File: src/rtl/bcd_scan_pkg.sv
// Shared types and helpers for the BCD scan counter: digit type, decade limit, load clamp.
package bcd_scan_pkg;

    typedef logic [3:0] bcd_digit_t;

    localparam bcd_digit_t BCD_MAX  = 4'd9;
    localparam bcd_digit_t BCD_ZERO = 4'd0;

    // Non-BCD nibbles (A..F) saturate to 9 so the count never holds an invalid digit.
    function automatic bcd_digit_t bcd_clamp(input bcd_digit_t d);
        return (d > BCD_MAX) ? BCD_MAX : d;
    endfunction

endpackage

File: src/rtl/bcd_digit.sv
// One BCD decade of the ripple counter: load/increment/decrement with carry and borrow out.
module bcd_digit
    import bcd_scan_pkg::*;
(
    input  logic       i_clk,
    input  logic       i_rst_n,
    input  logic       i_load,
    input  bcd_digit_t i_load_val,
    input  logic       i_inc,
    input  logic       i_dec,
    output bcd_digit_t o_digit,
    output logic       o_carry_c,
    output logic       o_borrow_c
);

    bcd_digit_t r_digit;

    // Carry/borrow ripple onward only when this decade rolls over.
    assign o_carry_c  = i_inc && (r_digit == BCD_MAX);
    assign o_borrow_c = i_dec && (r_digit == BCD_ZERO);
    assign o_digit    = r_digit;

    always_ff @(posedge i_clk) begin
        if (!i_rst_n) begin
            r_digit <= BCD_ZERO;
        end else if (i_load) begin
            r_digit <= bcd_clamp(i_load_val);
        end else if (i_inc) begin
            r_digit <= (r_digit == BCD_MAX) ? BCD_ZERO : r_digit + 4'd1;
        end else if (i_dec) begin
            r_digit <= (r_digit == BCD_ZERO) ? BCD_MAX : r_digit - 4'd1;
        end
    end

endmodule

File: src/rtl/bcd_scan_counter.sv
// Multi-digit BCD up/down counter with a display scan multiplexer feeding a 7-seg decoder.
// Optional feature: define LEADING_ZERO_BLANK_EN to blank leading zero digits.
module bcd_scan_counter
    import bcd_scan_pkg::*;
#(
    parameter int unsigned NUM_DIGITS = 4,
    parameter int unsigned SCAN_DIV   = 1000
) (
    input  logic                    i_clk,
    input  logic                    i_rst_n,
    input  logic                    i_step,
    input  logic                    i_up_dn,
    input  logic                    i_load,
    input  logic [4*NUM_DIGITS-1:0] i_load_value,
    output logic [4*NUM_DIGITS-1:0] o_count,
    output logic                    o_wrap,
    output logic [3:0]              o_bincode,
    output logic [NUM_DIGITS-1:0]   o_digit_sel,
    output logic                    o_digit_blank
);

    localparam int unsigned IDX_W = $clog2(NUM_DIGITS);
    localparam int unsigned PRE_W = $clog2(SCAN_DIV);

    logic [NUM_DIGITS:0]   w_inc;
    logic [NUM_DIGITS:0]   w_dec;
    bcd_digit_t            w_digits [NUM_DIGITS];
    logic                  r_wrap;
    logic [PRE_W-1:0]      r_prescale;
    logic [PRE_W-1:0]      w_prescale_nxt;
    logic [IDX_W-1:0]      r_scan_idx;
    logic [IDX_W-1:0]      w_scan_idx_nxt;
    logic [3:0]            r_bincode;
    logic [NUM_DIGITS-1:0] r_digit_sel;

    // Load has priority: it suppresses the step before it enters the ripple chain.
    assign w_inc[0] = i_step &&  i_up_dn && !i_load;
    assign w_dec[0] = i_step && !i_up_dn && !i_load;

    for (genvar g = 0; g < NUM_DIGITS; g++) begin : g_digit
        bcd_digit u_digit (
            .i_clk      (i_clk),
            .i_rst_n    (i_rst_n),
            .i_load     (i_load),
            .i_load_val (i_load_value[4*g +: 4]),
            .i_inc      (w_inc[g]),
            .i_dec      (w_dec[g]),
            .o_digit    (w_digits[g]),
            .o_carry_c  (w_inc[g+1]),
            .o_borrow_c (w_dec[g+1])
        );
        assign o_count[4*g +: 4] = w_digits[g];
    end

    // A carry or borrow out of the top decade is a wrap of the whole count.
    always_ff @(posedge i_clk) begin
        if (!i_rst_n) begin
            r_wrap <= 1'b0;
        end else begin
            r_wrap <= w_inc[NUM_DIGITS] || w_dec[NUM_DIGITS];
        end
    end

    // Scan state register: prescaler and digit index.
    always_ff @(posedge i_clk) begin
        if (!i_rst_n) begin
            r_prescale <= '0;
            r_scan_idx <= '0;
        end else begin
            r_prescale <= w_prescale_nxt;
            r_scan_idx <= w_scan_idx_nxt;
        end
    end

    // Scan next-state: index advances cyclically on prescaler terminal count.
    always_comb begin
        w_prescale_nxt = r_prescale + PRE_W'(1);
        w_scan_idx_nxt = r_scan_idx;
        if (r_prescale == PRE_W'(SCAN_DIV - 1)) begin
            w_prescale_nxt = '0;
            if (r_scan_idx == IDX_W'(NUM_DIGITS - 1)) begin
                w_scan_idx_nxt = '0;
            end else begin
                w_scan_idx_nxt = r_scan_idx + IDX_W'(1);
            end
        end
    end

    // Display outputs follow the index being entered, so each select lasts exactly SCAN_DIV cycles.
    always_ff @(posedge i_clk) begin
        if (!i_rst_n) begin
            r_bincode   <= 4'd0;
            r_digit_sel <= NUM_DIGITS'(1);
        end else begin
            r_bincode   <= w_digits[w_scan_idx_nxt];
            r_digit_sel <= NUM_DIGITS'(1) << w_scan_idx_nxt;
        end
    end

    assign o_wrap      = r_wrap;
    assign o_bincode   = r_bincode;
    assign o_digit_sel = r_digit_sel;

`ifdef LEADING_ZERO_BLANK_EN
    logic [NUM_DIGITS-1:0] w_blank;
    logic                  r_digit_blank;

    // Digit i blanks when it and every digit above it are zero; digit 0 always shows.
    always_comb begin
        w_blank = '0;
        w_blank[NUM_DIGITS-1] = (w_digits[NUM_DIGITS-1] == BCD_ZERO);
        for (int i = NUM_DIGITS - 2; i >= 1; i--) begin
            w_blank[i] = w_blank[i+1] && (w_digits[i] == BCD_ZERO);
        end
        w_blank[0] = 1'b0;
    end

    always_ff @(posedge i_clk) begin
        if (!i_rst_n) begin
            r_digit_blank <= 1'b0;
        end else begin
            r_digit_blank <= w_blank[w_scan_idx_nxt];
        end
    end

    assign o_digit_blank = r_digit_blank;
`else
    assign o_digit_blank = 1'b0;
`endif

endmodule

File: config.mk
export PLATFORM = sky130hd
export DESIGN_NAME = bcd_scan_counter
export DESIGN_NICKNAME = d
export VERILOG_FILES = /design/src/rtl/bcd_scan_pkg.sv /design/src/rtl/bcd_digit.sv /design/src/rtl/bcd_scan_counter.sv
export SDC_FILE = /design/constraint.sdc
export NUM_CORES = 1
export LEC_CHECK = 0
export ABC_AREA = 0
export CORE_MARGIN = 10
export CORE_UTILIZATION = 30
export DETAILED_ROUTE_END_ITERATION = 12
export PLACE_DENSITY = 0.64
export SLEW_MARGIN = 20
export SYNTH_ARGS = -nofsm -noshare
export SYNTH_HDL_FRONTEND = slang
export SYNTH_SLANG_ARGS = --single-unit
File: constraint.sdc
create_clock -name i_clk -period 2 [get_ports i_clk]
set_input_delay 0.4 -clock i_clk [delete_from_list [all_inputs] [get_ports i_clk]]
set_output_delay 0.4 -clock i_clk [all_outputs]
set_load 0.02 [all_outputs]
==> images/drive_strength.png <==
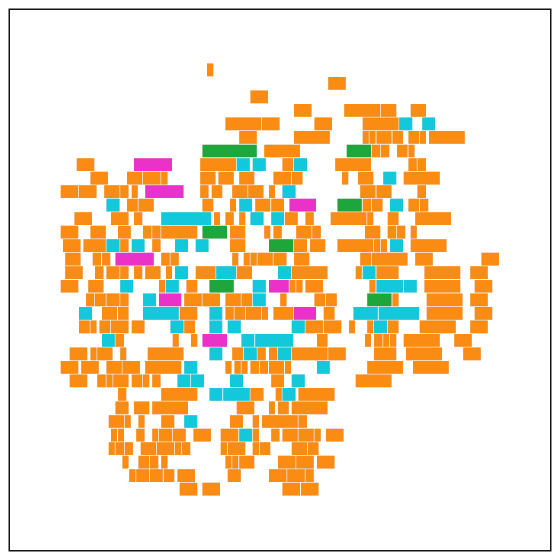
color	size	cells	most used
orange	drive 1 or less	297	clkdlybuf4s50_1
green	drive 6 and up	7	clkbuf_8
magenta	drive 2	8	dfxtp_2
cyan	drive 3 to 4	56	buf_4
area delta synth->final: 42.1%
least setup slack across all paths after layout: 0.0579 ns
Post-Layout Inst Area: 3350 um^2
number of ordinary and repair buffers in the finished layout: 92

==> images/gate_families.png <==
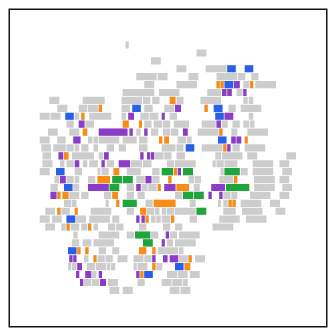
color	family	cells
green	multiplexers	13
purple	NAND gates	52
blue	XOR/XNOR gates	15
orange	NOR gates	46
most frequent logic cell in the layout: buf_4
final cell count without fillers: 470
combinational share of cell area: 0.455

==> summary.txt <==
The synthesis and place-and-route flow finished, so here is a summary.

The flow ran to the end, and the final reports show no timing, DRC or antenna violations. The non-clock buffer share of cell area is 0.240. CTS built an H-tree with a depth of 2.

The remaining routing DRC violations is 0. In the final layout, excluding clock inverters the inverter count is 8. In this run the tool buffered the top-level ports with 45 buffer cells. After detailed routing, the average wire length per cell comes to 14.5 um. The main area contributors are dfxtp_1, nor2_1, mux2i_1. Among all flip-flop cells after synthesis, the most frequent one is dfxtp_1. The type of element capturing the critical path is a primary output.

After synthesis, the share of flip-flops with an asynchronous set or reset is 0. Across the run, the number of max-cap violations was 0. Summed over all nets, the half-perimeter wirelength after detailed placement is 5190 um. The later pin in the worst-skew pair is clocked with a latency of 0.30 ns. The synthesized-area fraction occupied by adder cells came out at 0.0106. Walking the worst path, the cells encountered are buf_4, clkdlybuf4s50_1.

The detailed-router iteration count before antenna repair came out at 4. The repair_antennas step left the layout with diodes totalling 0. The cell row count came out at 32.

The power per standard cell area came out at 599 nW/um^2. The number of warning messages in the yosys log came out at 0. The path class of the tightest hold or removal check is reg2reg. In the synthesized netlist, the number of instances is 293. The number of DRC markers in iteration 0 came out at 200. The synthesized flop and latch total is 37. Sorting the Yosys area breakdown by cell type puts at the top dfxtp_1. The largest incremental delay on the critical path is 0.63 ns.

The synthesis run shows the most used standard cells to be dfxtp_1, nor2_1, nand2_1. The worst supply voltage drop on vdd is 309 uV. The count of filler cells inserted in the layout came out at 805.

The register share after synthesis came out at 0.315. The final period utilization is 0.971. The overflow left after global routing is 0. The total length of routed met3 wires is 473 um.

The count of sequential standard cells came out at 37. Static timing analysis puts the maximum clock frequency at 0.515 GHz. By startpoint and endpoint, the worst setup path is classified as reg2out. The vertical extent of the die came out at 109 um. The cell count in the Yosys report came out at 293.

The clock distribution area overhead in the final layout came out at 0.0359. The cell with the most instances after synthesis is dfxtp_1. The inserted tap cell count came out at 102.

The switching part of the total power came out at 0.289. The area of the mapped netlist is 2350 um^2. The post-synthesis mux area share came out at 0.0584. The number of global-route vias before repair is 2423. The number of antenna violations at the first check in global routing is 0.

The detailed-route vias per instance is 5.19. The met1 routed wirelength after detailed routing came out at 3080 um. The largest combinational cell category by area is simple AND/OR/NAND/NOR gates. The area occupied by multi-input gates is 1520 um^2. The register area came out at 744 um^2. The global router reports that the layer with the highest usage is met2. The report puts the hold buffer count at CTS at 0.

After detailed routing, the total wire length is 6820 um. The number of setup violations in the final report came out at 0. In the final design, more cell area goes to multi-input combinational cells than to any other class. The root buffer cell chosen for the clock tree is clkbuf_8.

Per the STA report, the cell with the highest stage delay on the worst path is clkdlybuf4s50_1. Yosys mapped a number of flops with a built-in enable equal to 0. The cell-mix breakdown from Yosys lists the XOR/XNOR area share as 0.0558.

The I/O pin total came out at 47. The post-synthesis cell type count came out at 58. The share of cells above drive strength 1 is 0.193.

The share of total power in sequential cells is 0.404. The analysis attributes to cell leakage a power of 1.32 nW. TritonCTS built the clock tree. In this run the remaining antenna-violating nets after routing total 0. The largest net degree at the start of global routing came out at 17. The warning total across the stage logs came out at 27. Hold-check failures listed in the final report amount to 0.

The number of nets at floorplan came out at 316. Once the clock tree was built, the resizer swapped 3 gates to a different size. The highest net fanout along the worst path came out at 9. The number of setup buffers added after CTS is 0.

The arrival time reported for the critical path endpoint came out at 1.54 ns. The amount of wire on met2 after detailed routing came out at 3230 um.
==> images/final_clocks.png <==
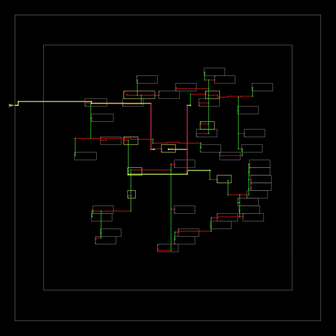
clkbuf count: 6
total CTS buffers: 5
Clock Sinks: 37
Final Skew: 0.0100 ns

==> worst register-to-register path: cells and delay by family, from the launching register on <==
kind | cells | cell delay (ns)
flops | 1 | 0.42
compound gates | 1 | 0.12
mux | 1 | 0.28
simple gates | 3 | 1.03
==> path summary, 6_finish.rpt <==
check | startpoint | to | cells after the start | slack [ns]
worst min register to register | r_prescale[9] | r_prescale[9] | 2 | 0.49
worst max-delay path | g_digit[2].u_digit.o_digit[0] | o_count[8] | 2 | 0.06
worst min-delay path | r_prescale[9] | r_prescale[9] | 2 | 0.49
worst max register to register | g_digit[1].u_digit.o_digit[3] | g_digit[2].u_digit.o_digit[1] | 5 | 0.07
==> layout by cell type, fill, tap and decap left out, types with 4 or more instances in the layout <==
cell type / count
buf_4: 47
clkdlybuf4s50_1: 42
dfxtp_1: 34
nor2_1: 32
nand2_1: 23
o21ai_0: 19
a21oi_1: 13
nand3_1: 12
xor2_1: 9
inv_1: 8
mux2i_1: 8
a221oi_1: 7
xnor2_1: 6
clkbuf_8: 6
nor2b_1: 5
nand4_1: 5
or3_1: 5
and3_1: 5
o22ai_1: 4
nand2b_1: 4
==> power groups by stage <==
stage	logic [W]	clock network, W	registers, W
floorplan	0.000249	0	0.000854
global placement	0.000496	0	0.000824
detailed placement	0.000500	0	0.000825
CTS	0.000501	0.000706	0.000808
global route	0.000551	0.000735	0.000814
finish	0.000502	0.000692	0.000810
==> metrics by stage <==
stage          TNS (ns)   util  hold slack (ns)  worst slack (ns)
3_3_place_gp      -4.71  0.413            0.472            -0.490
2_1_floorplan  -0.00952      -            0.430          -0.00952
5_1_grt        -0.00877  0.435            0.555          -0.00877
4_1_cts               0  0.429            0.500           0.00132
6_report              0  0.435            0.494            0.0579
3_5_place_dp      -5.37  0.413            0.489            -0.543
Power and IR drop assume default switching activity.
